### src/rtl/dmem_responder_if.sv
// Request/response bus between the load/store unit and dmem_responder.
//
// Handshake rules (both channels): a transfer happens on a rising clock edge
// where valid and ready are both 1. The valid side must hold valid and its
// payload stable until that edge; ready may change freely. On the request
// channel the initiator drives valid, the responder drives ready. On the
// response channel the responder drives valid, the initiator drives ready.
interface dmem_responder_if #(
  parameter int DATA_WIDTH = 32,
  parameter int ADDR_WIDTH = 32
);
  // request channel
  logic                  i_req_valid;
  logic                  o_req_ready;
  logic                  i_req_we;
  logic [ADDR_WIDTH-1:0] i_req_addr;
  logic [DATA_WIDTH-1:0] i_req_wdata;
  logic [2:0]            i_req_funct3;
  // response channel
  logic                  o_rsp_valid;
  logic                  i_rsp_ready;
  logic [DATA_WIDTH-1:0] o_rsp_rdata;
  logic                  o_rsp_err;

  // load/store unit side
  modport master (
    output i_req_valid, i_req_we, i_req_addr, i_req_wdata, i_req_funct3,
    output i_rsp_ready,
    input  o_req_ready, o_rsp_valid, o_rsp_rdata, o_rsp_err
  );

  // memory side
  modport slave (
    input  i_req_valid, i_req_we, i_req_addr, i_req_wdata, i_req_funct3,
    input  i_rsp_ready,
    output o_req_ready, o_rsp_valid, o_rsp_rdata, o_rsp_err
  );
endinterface

### src/rtl/dmem_responder.sv
// Memory-side responder for the load/store unit.
// Accepts one load/store at a time, performs it on a word-organised RAM with
// byte/halfword lanes, sign/zero extension and misalignment checks, and
// returns the result over the response channel. All outputs are registered.
//
// Optional feature macro: DMEM_WAIT_STATES_EN
//   defined   -> a WAIT state and down-counter stretch every access by
//                WAIT_CYCLES cycles (DDR3 latency emulation).
//   undefined -> fixed 2-cycle latency, WAIT_CYCLES is ignored.
//
// dbg_state_o exposes the FSM state: 0 IDLE, 1 ACCESS, 2 RESP, 3 WAIT.
module dmem_responder #(
  parameter int DATA_WIDTH  = 32,
  parameter int ADDR_WIDTH  = 32,
  parameter int MEM_DEPTH   = 32,
  parameter int WAIT_CYCLES = 4
) (
  input  logic                i_clk,
  input  logic                i_reset_n,
  dmem_responder_if.slave     bus,
  output logic [1:0]          dbg_state_o
);

  localparam int IDX_W = $clog2(MEM_DEPTH);

  // funct3 encodings
  localparam logic [2:0] F3_B  = 3'b000;
  localparam logic [2:0] F3_H  = 3'b001;
  localparam logic [2:0] F3_W  = 3'b010;
  localparam logic [2:0] F3_BU = 3'b100;
  localparam logic [2:0] F3_HU = 3'b101;

`ifdef DMEM_WAIT_STATES_EN
  typedef enum logic [1:0] {
    S_IDLE   = 2'd0,
    S_ACCESS = 2'd1,
    S_RESP   = 2'd2,
    S_WAIT   = 2'd3
  } state_t;
  // counter must be at least one bit wide even when WAIT_CYCLES is 0
  localparam int CNT_W = (WAIT_CYCLES > 0) ? $clog2(WAIT_CYCLES + 1) : 1;
  logic [CNT_W-1:0] cnt_q, cnt_d;
`else
  typedef enum logic [1:0] {
    S_IDLE   = 2'd0,
    S_ACCESS = 2'd1,
    S_RESP   = 2'd2
  } state_t;
`endif

  state_t state_q, state_d;

  // registered outputs
  logic                  req_ready_q, req_ready_d;
  logic                  rsp_valid_q, rsp_valid_d;
  logic [DATA_WIDTH-1:0] rsp_rdata_q, rsp_rdata_d;
  logic                  rsp_err_q,   rsp_err_d;

  // request fields captured on the request handshake
  logic                  we_q,     we_d;
  logic [IDX_W-1:0]      idx_q,    idx_d;
  logic [1:0]            off_q,    off_d;
  logic [DATA_WIDTH-1:0] wdata_q,  wdata_d;
  logic [2:0]            funct3_q, funct3_d;

  // data RAM, deliberately not cleared by reset
  logic [DATA_WIDTH-1:0] mem_q [MEM_DEPTH];

  // access decode, all derived from the captured request
  logic                  acc_err;
  logic [DATA_WIDTH-1:0] rd_word;
  logic [7:0]            rd_byte;
  logic [15:0]           rd_half;
  logic [DATA_WIDTH-1:0] load_val;
  logic [3:0]            wr_be;
  logic [DATA_WIDTH-1:0] wr_data;
  logic                  mem_we;
  logic                  req_hs;

  // Upper address bits alias onto the RAM and are intentionally dropped.
  logic unused_addr_hi;
  assign unused_addr_hi = ^bus.i_req_addr[ADDR_WIDTH-1:IDX_W+2];

  assign req_hs = bus.i_req_valid && req_ready_q;

  // Legality of the captured access: encoding, direction and alignment.
  always_comb begin
    acc_err = 1'b0;
    case (funct3_q)
      F3_B:    acc_err = 1'b0;
      F3_H:    acc_err = off_q[0];
      F3_W:    acc_err = (off_q != 2'b00);
      F3_BU:   acc_err = we_q;
      F3_HU:   acc_err = we_q || off_q[0];
      default: acc_err = 1'b1;
    endcase
  end

  // Load path: pick the addressed lane(s) and extend to a full word.
  always_comb begin
    rd_word  = mem_q[idx_q];
    rd_byte  = rd_word[{off_q, 3'b000} +: 8];
    rd_half  = off_q[1] ? rd_word[31:16] : rd_word[15:0];
    load_val = '0;
    case (funct3_q)
      F3_B:    load_val = {{24{rd_byte[7]}}, rd_byte};
      F3_H:    load_val = {{16{rd_half[15]}}, rd_half};
      F3_W:    load_val = rd_word;
      F3_BU:   load_val = {24'h0, rd_byte};
      F3_HU:   load_val = {16'h0, rd_half};
      default: load_val = '0;
    endcase
  end

  // Store path: replicate right-aligned data across lanes, enable only the
  // addressed ones so the other lanes keep their contents.
  always_comb begin
    wr_be   = 4'b0000;
    wr_data = wdata_q;
    case (funct3_q)
      F3_B: begin
        wr_be   = 4'b0001 << off_q;
        wr_data = {4{wdata_q[7:0]}};
      end
      F3_H: begin
        wr_be   = off_q[1] ? 4'b1100 : 4'b0011;
        wr_data = {2{wdata_q[15:0]}};
      end
      F3_W: begin
        wr_be   = 4'b1111;
        wr_data = wdata_q;
      end
      default: begin
        wr_be   = 4'b0000;
        wr_data = wdata_q;
      end
    endcase
  end

  // A store commits at the end of ACCESS only if reset is not asserted on
  // that same edge.
  assign mem_we = (state_q == S_ACCESS) && we_q && !acc_err && i_reset_n;

  // Next-state and registered-output logic.
  always_comb begin
    state_d     = state_q;
    req_ready_d = req_ready_q;
    rsp_valid_d = rsp_valid_q;
    rsp_rdata_d = rsp_rdata_q;
    rsp_err_d   = rsp_err_q;
    we_d        = we_q;
    idx_d       = idx_q;
    off_d       = off_q;
    wdata_d     = wdata_q;
    funct3_d    = funct3_q;
`ifdef DMEM_WAIT_STATES_EN
    cnt_d       = cnt_q;
`endif
    case (state_q)
      S_IDLE: begin
        req_ready_d = 1'b1;
        if (req_hs) begin
          req_ready_d = 1'b0;
          we_d        = bus.i_req_we;
          idx_d       = bus.i_req_addr[IDX_W+1:2];
          off_d       = bus.i_req_addr[1:0];
          wdata_d     = bus.i_req_wdata;
          funct3_d    = bus.i_req_funct3;
`ifdef DMEM_WAIT_STATES_EN
          if (WAIT_CYCLES > 0) begin
            state_d = S_WAIT;
            cnt_d   = CNT_W'(WAIT_CYCLES);
          end else begin
            state_d = S_ACCESS;
          end
`else
          state_d = S_ACCESS;
`endif
        end
      end
`ifdef DMEM_WAIT_STATES_EN
      S_WAIT: begin
        // counter holds the number of WAIT cycles still to spend, this one
        // included
        if (cnt_q <= CNT_W'(1)) begin
          state_d = S_ACCESS;
          cnt_d   = '0;
        end else begin
          cnt_d = cnt_q - CNT_W'(1);
        end
      end
`endif
      S_ACCESS: begin
        state_d     = S_RESP;
        rsp_valid_d = 1'b1;
        rsp_err_d   = acc_err;
        rsp_rdata_d = (acc_err || we_q) ? '0 : load_val;
      end
      S_RESP: begin
        if (bus.i_rsp_ready) begin
          state_d     = S_IDLE;
          rsp_valid_d = 1'b0;
          rsp_rdata_d = '0;
          rsp_err_d   = 1'b0;
          req_ready_d = 1'b1;
        end
      end
      default: begin
        state_d = S_IDLE;
      end
    endcase
  end

  // State, output and captured-request registers with synchronous reset.
  always_ff @(posedge i_clk) begin
    if (!i_reset_n) begin
      state_q     <= S_IDLE;
      req_ready_q <= 1'b0;
      rsp_valid_q <= 1'b0;
      rsp_rdata_q <= '0;
      rsp_err_q   <= 1'b0;
      we_q        <= 1'b0;
      idx_q       <= '0;
      off_q       <= '0;
      wdata_q     <= '0;
      funct3_q    <= '0;
`ifdef DMEM_WAIT_STATES_EN
      cnt_q       <= '0;
`endif
    end else begin
      state_q     <= state_d;
      req_ready_q <= req_ready_d;
      rsp_valid_q <= rsp_valid_d;
      rsp_rdata_q <= rsp_rdata_d;
      rsp_err_q   <= rsp_err_d;
      we_q        <= we_d;
      idx_q       <= idx_d;
      off_q       <= off_d;
      wdata_q     <= wdata_d;
      funct3_q    <= funct3_d;
`ifdef DMEM_WAIT_STATES_EN
      cnt_q       <= cnt_d;
`endif
    end
  end

  // RAM write port with per-lane enables.
  always_ff @(posedge i_clk) begin
    if (mem_we) begin
      for (int i = 0; i < 4; i++) begin
        if (wr_be[i]) mem_q[idx_q][8*i +: 8] <= wr_data[8*i +: 8];
      end
    end
  end

  assign bus.o_req_ready = req_ready_q;
  assign bus.o_rsp_valid = rsp_valid_q;
  assign bus.o_rsp_rdata = rsp_rdata_q;
  assign bus.o_rsp_err   = rsp_err_q;
  assign dbg_state_o     = state_q;

endmodule

### src/flat_wrapper.sv
// flat-port wrapper written by rule: the top's interface ports become plain ports
module dmem_responder_flat 
#(
  parameter int DATA_WIDTH  = 32,
  parameter int ADDR_WIDTH  = 32,
  parameter int MEM_DEPTH   = 32,
  parameter int WAIT_CYCLES = 4
)
  (i_clk, i_reset_n, dbg_state_o, bus_i_req_valid, bus_i_req_we, bus_i_req_addr, bus_i_req_wdata, bus_i_req_funct3, bus_i_rsp_ready, bus_o_req_ready, bus_o_rsp_valid, bus_o_rsp_rdata, bus_o_rsp_err);
  dmem_responder_if #(.DATA_WIDTH(DATA_WIDTH), .ADDR_WIDTH(ADDR_WIDTH)) bus_i ();
  input  logic i_clk;
  input  logic i_reset_n;
  output logic [1:0] dbg_state_o;
  input wire logic [$bits(bus_i.i_req_valid)-1:0] bus_i_req_valid;
  input wire logic [$bits(bus_i.i_req_we)-1:0] bus_i_req_we;
  input wire logic [$bits(bus_i.i_req_addr)-1:0] bus_i_req_addr;
  input wire logic [$bits(bus_i.i_req_wdata)-1:0] bus_i_req_wdata;
  input wire logic [$bits(bus_i.i_req_funct3)-1:0] bus_i_req_funct3;
  input wire logic [$bits(bus_i.i_rsp_ready)-1:0] bus_i_rsp_ready;
  output wire logic [$bits(bus_i.o_req_ready)-1:0] bus_o_req_ready;
  output wire logic [$bits(bus_i.o_rsp_valid)-1:0] bus_o_rsp_valid;
  output wire logic [$bits(bus_i.o_rsp_rdata)-1:0] bus_o_rsp_rdata;
  output wire logic [$bits(bus_i.o_rsp_err)-1:0] bus_o_rsp_err;
  assign bus_i.i_req_valid = bus_i_req_valid;
  assign bus_i.i_req_we = bus_i_req_we;
  assign bus_i.i_req_addr = bus_i_req_addr;
  assign bus_i.i_req_wdata = bus_i_req_wdata;
  assign bus_i.i_req_funct3 = bus_i_req_funct3;
  assign bus_i.i_rsp_ready = bus_i_rsp_ready;
  assign bus_o_req_ready = bus_i.o_req_ready;
  assign bus_o_rsp_valid = bus_i.o_rsp_valid;
  assign bus_o_rsp_rdata = bus_i.o_rsp_rdata;
  assign bus_o_rsp_err = bus_i.o_rsp_err;
  dmem_responder #(.DATA_WIDTH(DATA_WIDTH), .ADDR_WIDTH(ADDR_WIDTH), .MEM_DEPTH(MEM_DEPTH), .WAIT_CYCLES(WAIT_CYCLES)) u_core (.i_clk(i_clk), .i_reset_n(i_reset_n), .bus(bus_i), .dbg_state_o(dbg_state_o));
endmodule
### config.mk
export PLATFORM = sky130hd
export DESIGN_NAME = dmem_responder_flat
export DESIGN_NICKNAME = d
export VERILOG_FILES = /design/src/rtl/dmem_responder_if.sv /design/src/rtl/dmem_responder.sv /design/src/flat_wrapper.sv
export SDC_FILE = /design/constraint.sdc
export NUM_CORES = 1
export LEC_CHECK = 0
export CAP_MARGIN = 10
export CORE_MARGIN = 8
export CORE_UTILIZATION = 30
export DETAILED_ROUTE_END_ITERATION = 16
export PLACE_DENSITY = 0.44
export SKIP_CTS_REPAIR_TIMING = 1
export SLEW_MARGIN = 25
export SYNTH_ARGS = -nofsm -noshare
export SYNTH_HDL_FRONTEND = slang
export SYNTH_SLANG_ARGS = --single-unit
export TNS_END_PERCENT = 100
### constraint.sdc
create_clock -name i_clk -period 3.6 [get_ports i_clk]
set_input_delay 0.72 -clock i_clk [delete_from_list [all_inputs] [get_ports i_clk]]
set_output_delay 0.72 -clock i_clk [all_outputs]
set_load 0.005 [all_outputs]
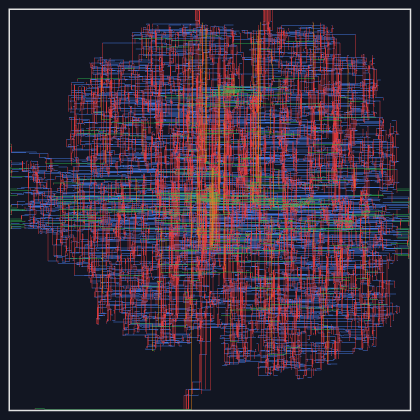
*Metal layers overlaid, run 1*
Scale: 1 px per um.
legend:
  M3:
    colour: green
    wire_length: 7680 um
  M4:
    colour: orange
    wire_length: 3760 um
  M2:
    colour: red
    wire_length: 58.8 mm
  M1:
    colour: blue
    wire_length: 58.7 mm

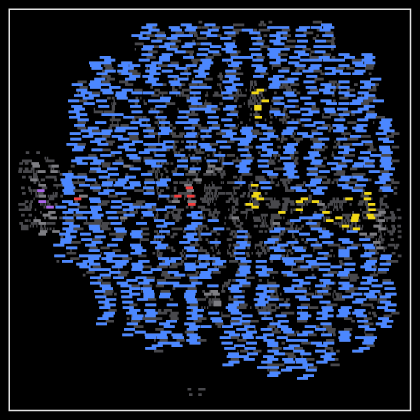
*Where the registers sit, run 1*
Scale: 1 px per um. Other sequential cells in the stronger grey, the rest of the logic in the fainter grey.
legend:
  u_core.funct3_q:
    colour: purple
    placed_flops: 3
  u_core.idx_q:
    colour: red
    placed_flops: 5
    where: centre
  u_core.bus.o_rsp_rdata:
    colour: yellow
    placed_flops: 32
    where: east
  u_core.mem_q:
    colour: blue
    placed_flops: 1024
    where: all over the die
not coloured: 45

==> reports/highlights.md, run 1 <==
* 14.3 mW — Power Sequential
* 51.2% — proportion of power drawn by flip-flops and latches
* 0.8573 — placer congestion estimate
* 4659 — tally of non-filler cells in the final layout
* 140 — Site Rows
* 109 — IO Count
* 22.59% — global-route met1 utilization
* 58840 um — total length of routed met2 wires
* 4 — initial antenna violation count
* 27.93 mW — post-route total power
* 52360 um2 — final design instance area without fill
* 10840 um2 — combinational cell area excluding buffers and inverters
* 0 — global route overflow
* 1.62 mW — combinational-cell power consumption
* 89.93% — share of the cycle needed by the critical path after routing
* 0.87 ns — largest incremental delay on the critical path
* 0% — async set or reset register ratio after synthesis
* 21.73 mW — internal power consumption
* 0 — max-slew violation total from the final report
* 24250 — via count of the first global-routing pass
* met4 — highest metal layer with signal wires
* 3.88 ns — signal arrival time at the worst endpoint
* 1.106 ns — actual transition at the worst max-transition pin
* AND-OR/OR-AND gates — family with the most delay on the worst path
* sky130_fd_sc_hd__edfxtp_1 — library cell occupying the most area in the post-synthesis netlist
* sky130_fd_sc_hd__edfxtp_1, sky130_fd_sc_hd__buf_4, sky130_fd_sc_hd__nand2_1 — top logic cells by instance count in the layout
* u_core.wdata_q[18]$_SDFFE_PN0P_ — beginning of the worst hold path
* sky130_fd_sc_hd__edfxtp_1, sky130_fd_sc_hd__nand2_1, sky130_fd_sc_hd__mux4_2 — commonest cells in the synthesized netlist
* 26.14% — Slew headroom
* 0.3624 ns — setup slack after layout
* 3 — maximum number of buffers from clock root to sink
* reg -> reg — start-to-end type of the worst setup path
* 3 — number of H-tree branching levels
* 58700 um — detailed-route wire length on metal 1
* 35.88% — fin util
* flip-flop — startpoint type of the worst setup path
* 0.4612 ns — smallest hold slack
* sky130_fd_sc_hd__buf_12 — cell repeated most along the worst path
* sky130_fd_sc_hd__edfxtp_1 — most frequent logic cell in the layout
* 2427 — total nets after synthesis
* 23.57% — fraction of layout cells with a size suffix above 1
* 0 — antenna-violating nets left
* sky130_fd_sc_hd__clkbuf_16 — root buf cell
* 7676 um — routed wire length on met3
* 2 — hold path depth
* 3.238 ns — shortest clock period the worst path allows after layout
* 0 — final setup violation count
* 73.49% — sequential share of the synthesized area
* 3 — number of buffers and inverters on the critical path
* 399.7 um — die outline width
* 6.206 mW — power dissipated by switching net loads
* 23530 — count of vias placed by the detailed router
* complete, no violations — outcome
* 50 — pin count of the biggest net entering global routing
* 24.81% — routing usage on met2
* 182100 um — global-route wire length before repair
* 63 — Synth cell types
* 0 — number of hold-slack violations in the final timing report
* sky130_fd_sc_hd__nor4_1 — highest-delay cell along the critical path
* sky130_fd_sc_hd__edfxtp_1 — most frequently used cell type in the post-synthesis netlist
* 83 — count of input and output buffers
* 1109 — Registers, synthesis
* 10 — number of logic stages on the critical path including buffering
* 30.26% — pre-placement core utilization
* 3.070% — met3 demand-to-capacity share in global routing
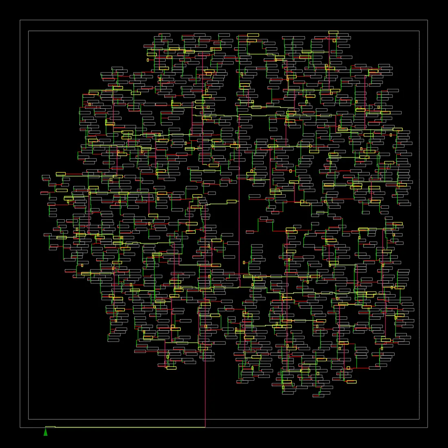
*The clock network, run 1*
Flops: 1109
sinks on the clock net: 1109
Num CTS Buffers: 118
reported clock group power: 12.0 mW

==> run 1: cells by family (layout without fill, tap and decap cells) <==
family / count (synthesis) / in the layout / share of synthesized area [%]
DFF: 1109 / 1109 / 73.49
AOI/OAI and AO/OA: 260 / 260 / 3.987
other: 0 / 1 / 0
and+or+nand+nor: 446 / 446 / 4.347
muxes: 390 / 390 / 15.96
buffers and inverters: 150 / 536 / 2.224
==> run 1: cell type report <==
cell class / instances / area share [%]
diodes: 1 / 0.004779
well taps: 1917 / 4.581
inverters: 4 / 0.03346
flip-flops and latches: 1109 / 62.00
clock buffers: 158 / 6.024
clock inverters: 62 / 1.290
repair buffers: 312 / 5.363
multi-input cells: 1096 / 20.71
==> run 2: changes to the inputs <==
--- a/config.mk
+++ b/config.mk
@@ -8,10 +8,11 @@
 export CAP_MARGIN = 10
 export CORE_MARGIN = 8
 export CORE_UTILIZATION = 30
+export CTS_CLUSTER_DIAMETER = 50
 export DETAILED_ROUTE_END_ITERATION = 16
 export PLACE_DENSITY = 0.44
 export SKIP_CTS_REPAIR_TIMING = 1
-export SLEW_MARGIN = 25
+export SLEW_MARGIN = 15
 export SYNTH_ARGS = -nofsm -noshare
 export SYNTH_HDL_FRONTEND = slang
 export SYNTH_SLANG_ARGS = --single-unit
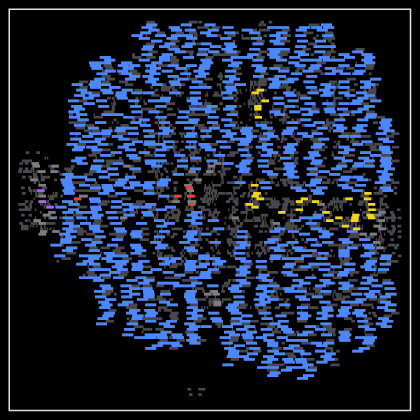
*Where the registers sit, run 2*
Scale: 1 px per um. Other sequential cells in the stronger grey, the rest of the logic in the fainter grey.
legend:
  u_core.idx_q:
    colour: red
    placed_flops: 5
    where: centre
  u_core.bus.o_rsp_rdata:
    colour: yellow
    placed_flops: 32
    where: east
  u_core.funct3_q:
    colour: purple
    placed_flops: 3
  u_core.mem_q:
    colour: blue
    placed_flops: 1024
    where: all over the die
not coloured: 45

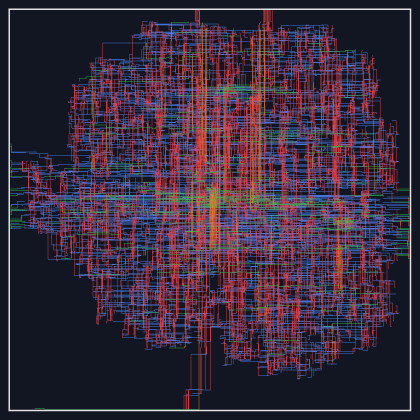
*Metal layers overlaid, run 2*
Scale: 1 px per um.
legend:
  M2:
    colour: red
    wire_length: 59.1 mm
  M3:
    colour: green
    wire_length: 7470 um
  M1:
    colour: blue
    wire_length: 59.1 mm
  M4:
    colour: orange
    wire_length: 3880 um

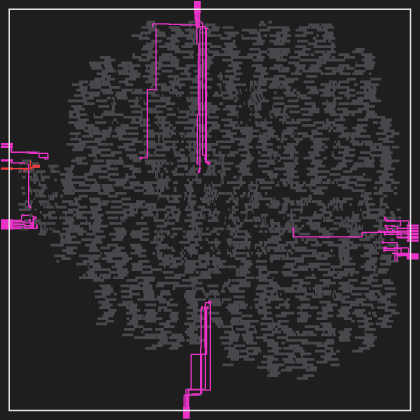
*I/O nets highlighted, run 2*
Scale: 1 px per um.
legend:
  bus_o_req_ready:
    colour: red
    bits: 1
    direction: output
    edge: west
    end_cells: 1
    buffers: 1
    wire: 46.2 um
  bus_i_req_wdata:
    colour: magenta
    bits: 32
    direction: input
    edge: 11 east, 10 west, 6 north, 5 south
    end_cells: 32
    buffers: 32
    wire: 2440 um

==> reports/highlights.md, run 2 <==
* complete, no violations — outcome
* 1024 — number of flip-flops under the largest register name
* 3.240 ns — shortest clock period the worst path allows after layout, +0.002743 ns
* 13530 — fillers
* 551.9 nW/um2 — power density relative to cell area
* 129500 um — drt total wl
* 0 — number of hold-slack violations in the final timing report, unchanged
* 0% — synthesized-area fraction occupied by adder cells, unchanged
* 136 — Num CTS Buffers, +15%
* 50 — pin count of the biggest net entering global routing, unchanged
* reg -> reg — start-to-end type of the worst setup path
* 49.0% — proportion of power drawn by flip-flops and latches, -2.2 points
* 0 — final setup violation count, unchanged
* 159700 um2 — full die area
* sky130_fd_sc_hd__nor4_1 — highest-delay cell along the critical path
* sky130_fd_sc_hd__edfxtp_1 — most frequent logic cell in the layout
* sky130_fd_sc_hd__clkbuf_16 — root buf cell
* 0.4628 ns — smallest hold slack, +0.001667 ns
* 0 — Max Cap Violations
* 0% — async set or reset register ratio after synthesis, unchanged
* AND-OR/OR-AND gates — family with the most delay on the worst path
* 14.3 mW — Power Sequential, about the same
* 90.01% — share of the cycle needed by the critical path after routing, about the same
* multiplexers — top logic cell family in the synthesized netlist
* 0 — antenna-violating nets left, unchanged
* 0.02667 ns — clock skew
* u_core.mem_q — register ranked first by flip-flop count
* 6.595 mW — power dissipated by switching net loads, +6.3%
* 140 — Site Rows, unchanged
* 29.21 mW — post-route total power, +4.6%
* 4.346% — yosys simple share, unchanged
* 13.3 mW — reported clock group power, +10%
* 45.5% — portion of total power attributed to the clock network
* 182700 um — global-route wire length before repair, +0.34%
* 30.26% — pre-placement core utilization, unchanged
* 52930 um2 — final design instance area without fill, +1.1%
* 399.7 um — die outline width, unchanged
* sky130_fd_sc_hd__edfxtp_1, sky130_fd_sc_hd__buf_4, sky130_fd_sc_hd__nand2_1 — top logic cells by instance count in the layout
* 73.49% — sequential share of the synthesized area, unchanged
* 36.27% — fin util, +0.39 points
* 3.987% — compound-gate portion of the synthesized area, unchanged
* 0 — global route overflow, unchanged
* 59110 um — detailed-route wire length on metal 1, +0.71%
* 23.31% — Slew headroom, -2.8 points
* 4687 — tally of non-filler cells in the final layout, +0.60%
* 0.36 ns — register-to-register path setup slack
* flip-flop — startpoint type of the worst setup path
* 3.082% — met3 demand-to-capacity share in global routing, +0.012 points
* 44160 um2 — combined area of all synthesized cells
* 24.71% — fraction of layout cells with a size suffix above 1, +1.1 points
* 15.96% — MUX area fraction, unchanged
* met4 — highest metal layer with signal wires
* 0.90 ns — largest incremental delay on the critical path, +0.03 ns
* 24.83% — routing usage on met2, about the same
* 109 — IO Count, unchanged
* 22.61 mW — internal power consumption, +4.1%
* 7465 um — routed wire length on met3, -2.7%
* sky130_fd_sc_hd__edfxtp_1 — library cell occupying the most area in the post-synthesis netlist
* 0 — max-slew violation total from the final report, unchanged
* 44160 um2 — Yosys Chip Area
* 3 — maximum number of buffers from clock root to sink, unchanged
* 0.8573 — placer congestion estimate, unchanged
* 5.6% — combinational cell fraction of total power
* 10 — number of logic stages on the critical path including buffering, unchanged
* 2427 — total nets after synthesis, unchanged
* sky130_fd_sc_hd__edfxtp_1, sky130_fd_sc_hd__nand2_1, sky130_fd_sc_hd__mux4_2 — commonest cells in the synthesized netlist
* 24440 — via count of the first global-routing pass, +0.79%
* 3 — number of buffers and inverters on the critical path, unchanged
* 1.62 mW — combinational-cell power consumption, about the same
* 1024 — count of flip-flops with a built-in enable after synthesis
* 3.89 ns — signal arrival time at the worst endpoint, about the same
* 0% — xor and xnor area share after synthesis, unchanged
* 1.150 ns — actual transition at the worst max-transition pin, +0.04397 ns
* 83 — count of input and output buffers, unchanged
* sky130_fd_sc_hd__buf_12 — cell repeated most along the worst path
* 22.65% — global-route met1 utilization, +0.068 points
* 0.3596 ns — setup slack after layout, -0.002743 ns
* 145900 um2 — Core Region
* 59060 um — total length of routed met2 wires, +0.38%
* 5 — initial antenna violation count, +1
* 23670 — count of vias placed by the detailed router, +0.58%
* sky130_fd_sc_hd__edfxtp_1 — most frequently used cell type in the post-synthesis netlist
* 1109 — sinks on the clock net, unchanged
* 2 — hold path depth, unchanged
* 63 — Synth cell types, unchanged
* 1109 — Registers, synthesis, unchanged
* 4 — number of H-tree branching levels, +1
* u_core.wdata_q[18]$_SDFFE_PN0P_ — beginning of the worst hold path
## run 2: cell counts after synthesis
No cell type changed its count.
## run 2: cell type report
class / count / area [um2] / area share [%]
sequential: 1109 / 32460 / 61.33
clock buffer: 170 / 3636 / 6.870
timing repair buffer: 312 / 2808 / 5.305
inverter: 4 / 17.52 / 0.03310
multi-input combinational: 1096 / 10830 / 20.47
clock inverter: 77 / 767.0 / 1.449
antenna: 2 / 5.005 / 0.009456
tap: 1917 / 2399 / 4.532
## run 2: logic make-up (layout without fill, tap and decap cells)
| group | after synthesis | after routing |
|---|---|---|
| AOI/OAI and AO/OA | 260 | 260 |
| and+or+nand+nor | 446 | 446 |
| other | 0 | 2 |
| muxes | 390 | 390 |
| buffers and inverters | 150 | 563 |
| DFF | 1109 | 1109 |
Power figures rest on the tool's default switching activity, not on a simulated workload.
